===== config.mk =====
export PLATFORM = sky130hd
export DESIGN_NAME = dma_c2h_axis_pkt_gen
export DESIGN_NICKNAME = d
export VERILOG_FILES = /design/src/rtl/dma_c2h_gen_pkg.sv /design/src/rtl/dma_c2h_beat_fmt.sv /design/src/rtl/dma_c2h_axis_pkt_gen.sv
export SDC_FILE = /design/constraint.sdc
export NUM_CORES = 2
export LEC_CHECK = 0
export CAP_MARGIN = 40
export CELL_PAD_IN_SITES_DETAIL_PLACEMENT = 1
export CELL_PAD_IN_SITES_GLOBAL_PLACEMENT = 2
export CORE_UTILIZATION = 28
export CTS_BUF_LIST = sky130_fd_sc_hd__clkbuf_8
export CTS_CLUSTER_SIZE = 25
export DETAILED_ROUTE_END_ITERATION = 16
export PLACE_DENSITY_LB_ADDON = 0.1
export SLEW_MARGIN = 0
export SYNTH_ARGS = -nofsm -noshare
export SYNTH_HDL_FRONTEND = slang
export SYNTH_SLANG_ARGS = --single-unit

===== constraint.sdc =====
create_clock -name user_clk -period 12 [get_ports user_clk]
set_input_delay 2.4 -clock user_clk [delete_from_list [all_inputs] [get_ports user_clk]]
set_output_delay 2.4 -clock user_clk [all_outputs]
set_load 0.02 [all_outputs]

===== src/rtl/dma_c2h_gen_pkg.sv =====
// Shared constants and types for the C2H AXI-Stream packet generator.
// Latency: n/a (declarations only).
// Backpressure: n/a.
package dma_c2h_gen_pkg;

    localparam int DATA_W         = 512;
    localparam int KEEP_W         = 64;
    localparam int WORDS_PER_BEAT = 32;

    // Sideband word carried unchanged on every beat except for sop.
    typedef struct packed {
        logic [35:0] rsvd;
        logic        sop;
        logic [10:0] qid;
        logic [15:0] len;
    } c2h_tusr_t;

    typedef enum logic [0:0] {
        IDLE = 1'b0,
        SEND = 1'b1
    } fsm_e;

endpackage


===== src/rtl/dma_c2h_beat_fmt.sv =====
// Combinational beat formatter: incrementing 16-bit pattern, last-beat keep, byte parity.
// Latency: 0 cycles (pure combinational).
// Backpressure: none; the caller registers and holds the result.
//
// Ports: seed/beat select the pattern, last/rem select the byte-enable mask,
// tdata/tkeep/tparity are the formatted beat with masked bytes forced to zero.
module dma_c2h_beat_fmt
    import dma_c2h_gen_pkg::*;
(
    input  logic [15:0]       seed,
    input  logic [9:0]        beat,
    input  logic              last,
    input  logic [5:0]        rem,
    output logic [DATA_W-1:0] tdata,
    output logic [KEEP_W-1:0] tkeep,
    output logic [KEEP_W-1:0] tparity
);

    logic [15:0]       base;
    logic [DATA_W-1:0] raw;

    // Each beat carries 32 words, so beat b starts 32*b past the seed.
    assign base = seed + 16'({beat, 5'b0_0000});

    always_comb begin
        tkeep = '1;
        // rem==0 on the last beat means it is completely filled.
        if (last && (rem != 6'd0)) begin
            tkeep = (KEEP_W'(1) << rem) - KEEP_W'(1);
        end
        raw = '0;
        for (int k = 0; k < WORDS_PER_BEAT; k++) begin
            raw[16*k +: 16] = base + 16'(k);
        end
        tdata   = '0;
        tparity = '0;
        for (int i = 0; i < KEEP_W; i++) begin
            tdata[8*i +: 8] = tkeep[i] ? raw[8*i +: 8] : 8'h00;
            tparity[i]      = ^raw[8*i +: 8] & tkeep[i];
        end
    end

endmodule


===== src/rtl/dma_c2h_axis_pkt_gen.sv =====
// Command-driven C2H AXIS source: one packet of cmd_len bytes per accepted command.
// Latency: first beat valid the cycle after command acceptance; one beat per tready.
// Backpressure: output register holds while tvalid & !tready; cmd_rdy low while sending.
//
// Ports: cmd_* command channel, c2h_* 512-bit AXIS master, err_zero_len pulse on a
// dropped zero-length command, pkt_cnt completed-packet counter, busy while sending.
module dma_c2h_axis_pkt_gen #(
    parameter int DATA_W = 512,
    parameter int QID_W  = 11,
    parameter int CNT_W  = 32
) (
    input  logic              user_clk,
    input  logic              user_reset,
    input  logic              cmd_vld,
    output logic              cmd_rdy,
    input  logic [QID_W-1:0]  cmd_qid,
    input  logic [15:0]       cmd_len,
    input  logic [15:0]       cmd_seed,
    output logic [DATA_W-1:0] c2h_tdata,
    output logic [63:0]       c2h_tparity,
    output logic              c2h_tlast,
    output logic              c2h_tvalid,
    output logic [63:0]       c2h_tkeep,
    output logic [63:0]       c2h_tusr,
    input  logic              c2h_tready,
    output logic              err_zero_len,
    output logic [CNT_W-1:0]  pkt_cnt,
    output logic              busy
);

    import dma_c2h_gen_pkg::*;

    fsm_e             state;
    logic [QID_W-1:0] qid_q;
    logic [15:0]      len_q;
    logic [15:0]      seed_q;
    logic [9:0]       beat_q;
    logic [9:0]       last_beat_q;

    logic             accept;
    logic [9:0]       cmd_last_beat;

    logic [15:0]      fmt_seed;
    logic [9:0]       fmt_beat;
    logic             fmt_last;
    logic [5:0]       fmt_rem;
    logic [511:0]     fmt_tdata;
    logic [63:0]      fmt_tkeep;
    logic [63:0]      fmt_tparity;
    c2h_tusr_t        nxt_tusr;

    assign accept        = cmd_vld & cmd_rdy;
    // Index of the final beat, i.e. ceil(len/64)-1; only meaningful for len != 0.
    assign cmd_last_beat = 10'((cmd_len - 16'd1) >> 6);
    assign busy          = (state == SEND);

    // In IDLE the formatter builds beat 0 straight from the command so it can be
    // registered on the accepting edge; in SEND it builds the following beat.
    always_comb begin
        if (state == IDLE) begin
            fmt_seed = cmd_seed;
            fmt_beat = 10'd0;
            fmt_last = (cmd_last_beat == 10'd0);
            fmt_rem  = cmd_len[5:0];
        end else begin
            fmt_seed = seed_q;
            fmt_beat = beat_q + 10'd1;
            fmt_last = ((beat_q + 10'd1) == last_beat_q);
            fmt_rem  = len_q[5:0];
        end
        nxt_tusr      = '0;
        nxt_tusr.sop  = (state == IDLE);
        nxt_tusr.qid  = (state == IDLE) ? 11'(cmd_qid) : 11'(qid_q);
        nxt_tusr.len  = (state == IDLE) ? cmd_len : len_q;
    end

    dma_c2h_beat_fmt u_fmt (
        .seed    (fmt_seed),
        .beat    (fmt_beat),
        .last    (fmt_last),
        .rem     (fmt_rem),
        .tdata   (fmt_tdata),
        .tkeep   (fmt_tkeep),
        .tparity (fmt_tparity)
    );

    always_ff @(posedge user_clk) begin
        if (user_reset) begin
            state        <= IDLE;
            cmd_rdy      <= 1'b0;
            qid_q        <= '0;
            len_q        <= '0;
            seed_q       <= '0;
            beat_q       <= '0;
            last_beat_q  <= '0;
            c2h_tdata    <= '0;
            c2h_tparity  <= '0;
            c2h_tlast    <= 1'b0;
            c2h_tvalid   <= 1'b0;
            c2h_tkeep    <= '0;
            c2h_tusr     <= '0;
            err_zero_len <= 1'b0;
            pkt_cnt      <= '0;
        end else begin
            err_zero_len <= 1'b0;
            case (state)
                IDLE: begin
                    cmd_rdy <= 1'b1;
                    if (accept) begin
                        if (cmd_len == 16'd0) begin
                            err_zero_len <= 1'b1;
                        end else begin
                            state       <= SEND;
                            cmd_rdy     <= 1'b0;
                            qid_q       <= cmd_qid;
                            len_q       <= cmd_len;
                            seed_q      <= cmd_seed;
                            beat_q      <= 10'd0;
                            last_beat_q <= cmd_last_beat;
                            c2h_tvalid  <= 1'b1;
                            c2h_tdata   <= fmt_tdata;
                            c2h_tkeep   <= fmt_tkeep;
                            c2h_tparity <= fmt_tparity;
                            c2h_tlast   <= fmt_last;
                            c2h_tusr    <= nxt_tusr;
                        end
                    end
                end
                SEND: begin
                    // tvalid is always high in SEND, so advancing on tready alone
                    // is the same as advancing on !tvalid | tready.
                    if (c2h_tvalid && c2h_tready) begin
                        if (c2h_tlast) begin
                            state       <= IDLE;
                            cmd_rdy     <= 1'b1;
                            pkt_cnt     <= pkt_cnt + CNT_W'(1);
                            c2h_tvalid  <= 1'b0;
                            c2h_tlast   <= 1'b0;
                            c2h_tdata   <= '0;
                            c2h_tkeep   <= '0;
                            c2h_tparity <= '0;
                            c2h_tusr    <= '0;
                        end else begin
                            beat_q      <= beat_q + 10'd1;
                            c2h_tdata   <= fmt_tdata;
                            c2h_tkeep   <= fmt_tkeep;
                            c2h_tparity <= fmt_tparity;
                            c2h_tlast   <= fmt_last;
                            c2h_tusr    <= nxt_tusr;
                        end
                    end
                end
                default: state <= IDLE;
            endcase
        end
    end

endmodule


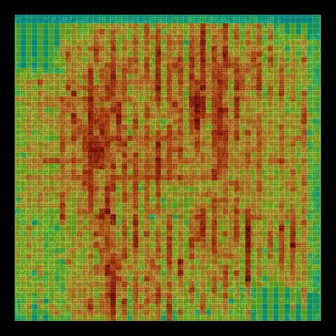
(images/congestion_map.png)
met1 track demand over resource in global routing: 0.435
global-route track usage on met3: 0.0815
average wire per cell in the routed design: 32.1 um

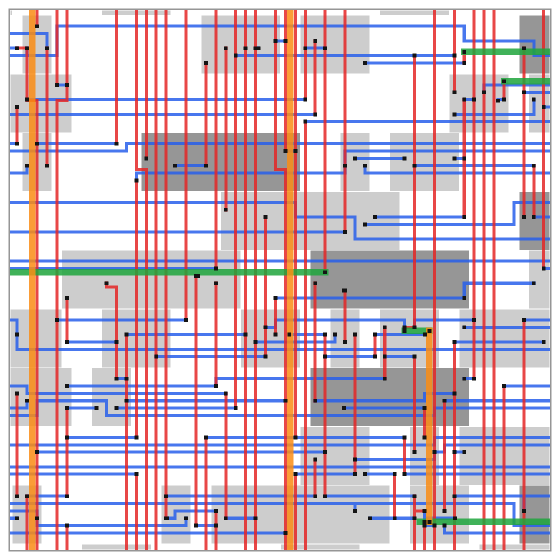
(images/closeup.png)
Window x 269 to 294, y 269 to 294 um. Cells in grey, sequential cells in the stronger grey; small squares are vias.
- red: M2
- orange: M4
- green: M3
- blue: M1
- sequential cells in the window: 3
- cells with their middle in the window: 29
- most frequent: xnor2_1 (5), nor2_1 (5), a22oi_1 (4)
- netlist names of flops here include: c2h_tdata (2), c2h_tparity (1)

==> summary.txt <==
Figures from the implementation reports.

- The timing report notes that buffer and inverter cells on the critical path total 3.
- The layout overhead on the synthesized area reads 34.0%.
- The antenna violation net count after detailed routing reads 0.
- The HPWL after detailed placement is 174 mm.
- The final standard cell utilization of the core is 0.380.
- The element type at the critical path end is a flop.
- The number of levels the H-tree was split into is 4.
- In this design, the critical path's most frequently occurring cell is sky130_fd_sc_hd__xnor2_1.
- The count of port buffers added during placement is 751.
- The cell type with the largest total area after synthesis reads sky130_fd_sc_hd__dfxtp_1.
- The detailed router reported a total wirelength of 235 mm.
- Hold analysis shows the worst path with a depth of 2.
- For the worst flop-to-flop path, the logic depth is 18.
- The first global-routing pass estimated 321 mm of wire.
- The class of the tightest hold or removal check is flop to flop.
- The insertion delay of the later-clocked pin in the worst-skew pair is 0.96 ns.
- Of all nets on the critical path, the largest fanout is 20.
- Per the run summary, max-cap violations total 0.
- Per the OpenROAD timing report, the critical path contains 18 cells.
- The total clock buffers created by CTS is 152.
- The full die area is 141000 um^2.
- The floorplan row count reads 136.
- The post-synth tally of flip-flops with integrated enable is 0.
- The flow ran to the end, and the final reports show no timing, DRC or antenna violations.
- The number of antenna violations at the first check in global routing reads 17.
- Setup repair after global routing left no endpoint under its margin.
- Summed over all routing layers, the global router reports a total usage of 0.323.
- TritonCTS reports the number of clock sinks as 768.
- Per the GRT congestion report, total overflow comes to 0.
- The die boundary width reads 376 um.
- The final-report max-slew violation count reads 0.
- Per the OpenROAD floorplan log, the area of the core is 138000 um^2.
- The routability congestion estimate from global placement is 0.914.
- Entering global routing, the biggest net connects 184 pins.
- The maximum cell stage delay along the critical path is 0.79 ns.
- For the worst setup path, the data required time is 12.82 ns.
- The first-pass iteration count of the detailed router is 5.
- The final critical path time including I/O delays and setup is 7.78 ns.
- The starting DRC count in detailed routing reads 3542.
- The share of flip-flops with an asynchronous set or reset after synthesis reads 0.
- The final instance area reads 52400 um^2.
- The worst relative slew slack reads 0.318.
- The OpenROAD report gives the critical path a data arrival time of 8.61 ns.
- The floorplan core density is 0.283.
- After routing, the total negative slack on setup checks comes to 0 ns.
- The clock root buffer is sky130_fd_sc_hd__clkbuf_8.
- The DRC violation count after routing is 0.
- The detailed-route vias per instance reads 5.34.
- The number of placed I/O pins is 788.
- The fraction of post-synthesis cell area in the top cell type by area is 0.393.
- TritonCTS built the clock tree.
- The clock transition time at the flip-flop clock pins of the worst setup and hold paths reads 0.06 ns.
- IR analysis of the VDD net gives a maximum drop of 0.117 mV.
- Based on the critical path, the design can be clocked at up to 128 MHz.
- The setup violation total in the final timing report reads 0.
- Per the Yosys statistics, synthesis produced 4560 cells.
- Per the synthesis report, the number of distinct cell types is 92.
- The post-synthesis average cell area is 8.57 um^2.
- Per the repair_timing log after CTS, setup buffers inserted total 0.
- The floorplan step set the die height to 376 um.
- The critical path is of the input pin to flop type.
- The number of global-route vias before repair is 38.4k.
- The most frequently used flop master after synthesis is sky130_fd_sc_hd__dfxtp_1.
- The cell area after placement reads 49300 um^2.
- The worst setup path is launched from an input pin.
- The final net count is 5403.
- The transition time recorded at the tightest slew-check pin is 1.02 ns.
- The leakage power summed over all cells reads 19.5 nW.
- In the final layout, the share of cells above drive strength 1 is 0.0980.
- The leading cell type by number of instances after synthesis reads sky130_fd_sc_hd__nor2_1.
- The synthesis report lists the most area-consuming cells as sky130_fd_sc_hd__dfxtp_1, sky130_fd_sc_hd__xnor2_1, sky130_fd_sc_hd__nor2_1.
- After layout, the setup clock skew is reported as 0.0423 ns.
- The period utilization is 0.649.
- Counting flops and latches in the post-synthesis netlist gives 768.
- Among cell families on the critical path, the largest total delay comes from simple AND/OR/NAND/NOR gates.
- By count the netlist is led by sky130_fd_sc_hd__nor2_1, sky130_fd_sc_hd__dfxtp_1, sky130_fd_sc_hd__xnor2_1.
- The instance tally after logic synthesis is 4560.
- Gates resized during post-CTS repair numbered 0.
- The final hold violation count reads 0.
- Across all stage logs, warnings added up to 47.
- Summing over every cut layer, the via total after detailed routing is 39.0k.
worst paths after layout:
check | startpoint | end | slack, ns
setup / recovery | cmd_seed[5] | c2h_tparity[27] | 4.22
hold / removal | seed_q[10] | seed_q[10] | 0.46
setup reg to reg | busy | c2h_tparity[27] | 4.43
hold reg to reg | seed_q[10] | seed_q[10] | 0.46
metrics by stage:
stage                     cells  hold slack [ns]  total power, mW  setup slack, ns
final                      7296            0.455             8.81             4.22
after global routing       7294            0.473             9.13             3.93
after CTS                  7287            0.455             8.84             4.40
after detailed placement   7027            0.444             6.06             3.39
after global placement     6985            0.434             6.02             3.37
after floorplan            4595            0.433             4.67             4.54
routing by layer:
layer,share of wire,track usage
met1,0.45,0.435
met2,0.44,0.496
met3,0.077,0.0815
met4,0.034,0.112
met5,0.00025,0
registers in the layout (all words and copies together), names as in the netlist:
signal / count
qid_q: 11
c2h_tparity: 64
cmd_rdy: 1
len_q: 16
busy: 1
pkt_cnt: 32
c2h_tdata: 512
c2h_tlast: 1
c2h_tusr: 28
c2h_tkeep: 64
beat_q: 10
seed_q: 16
last_beat_q: 10
c2h_tvalid: 1
err_zero_len: 1
power by group:
group / switching (mW) / total (mW) / internal (mW)
logic: 1.96 / 3.15 / 1.19
clock network: 1.30 / 2.75 / 1.44
registers: 0.159 / 2.91 / 2.75
total: 3.43 / 8.81 / 5.39
cell type report:
| class | instances | area (um^2) |
|---|---|---|
| fillers | 15997 | 85600 |
| inverters | 37 | 139 |
| flip-flops and latches | 768 | 15400 |
| repair buffers | 936 | 9160 |
| diodes | 6 | 15.0 |
| clock buffers | 189 | 2600 |
| multi-input cells | 3426 | 22300 |
| well taps | 1863 | 2330 |
| clock inverters | 71 | 422 |
tightest hold or removal path, stage by stage, from the launching register on:
cell and delay [ns]:
sky130_fd_sc_hd__dfxtp_1 0.30, sky130_fd_sc_hd__nand2_1 0.05, sky130_fd_sc_hd__a21oi_1 0.05
cell families (layout without fill, tap and decap cells):
group,count (synthesis),in the layout,synth area share
AND-OR/OR-AND,1010,1010,0.182
other,1,42,0.0000959
buffers and inverters,401,1233,0.0448
adder cells (fa/ha/maj),36,36,0.0117
XOR/XNOR,728,728,0.185
AND/OR/NAND/NOR,1579,1579,0.173
flip-flops,768,768,0.393
multiplexers,37,37,0.0100
Power figures rest on the tool's default switching activity, not on a simulated workload.
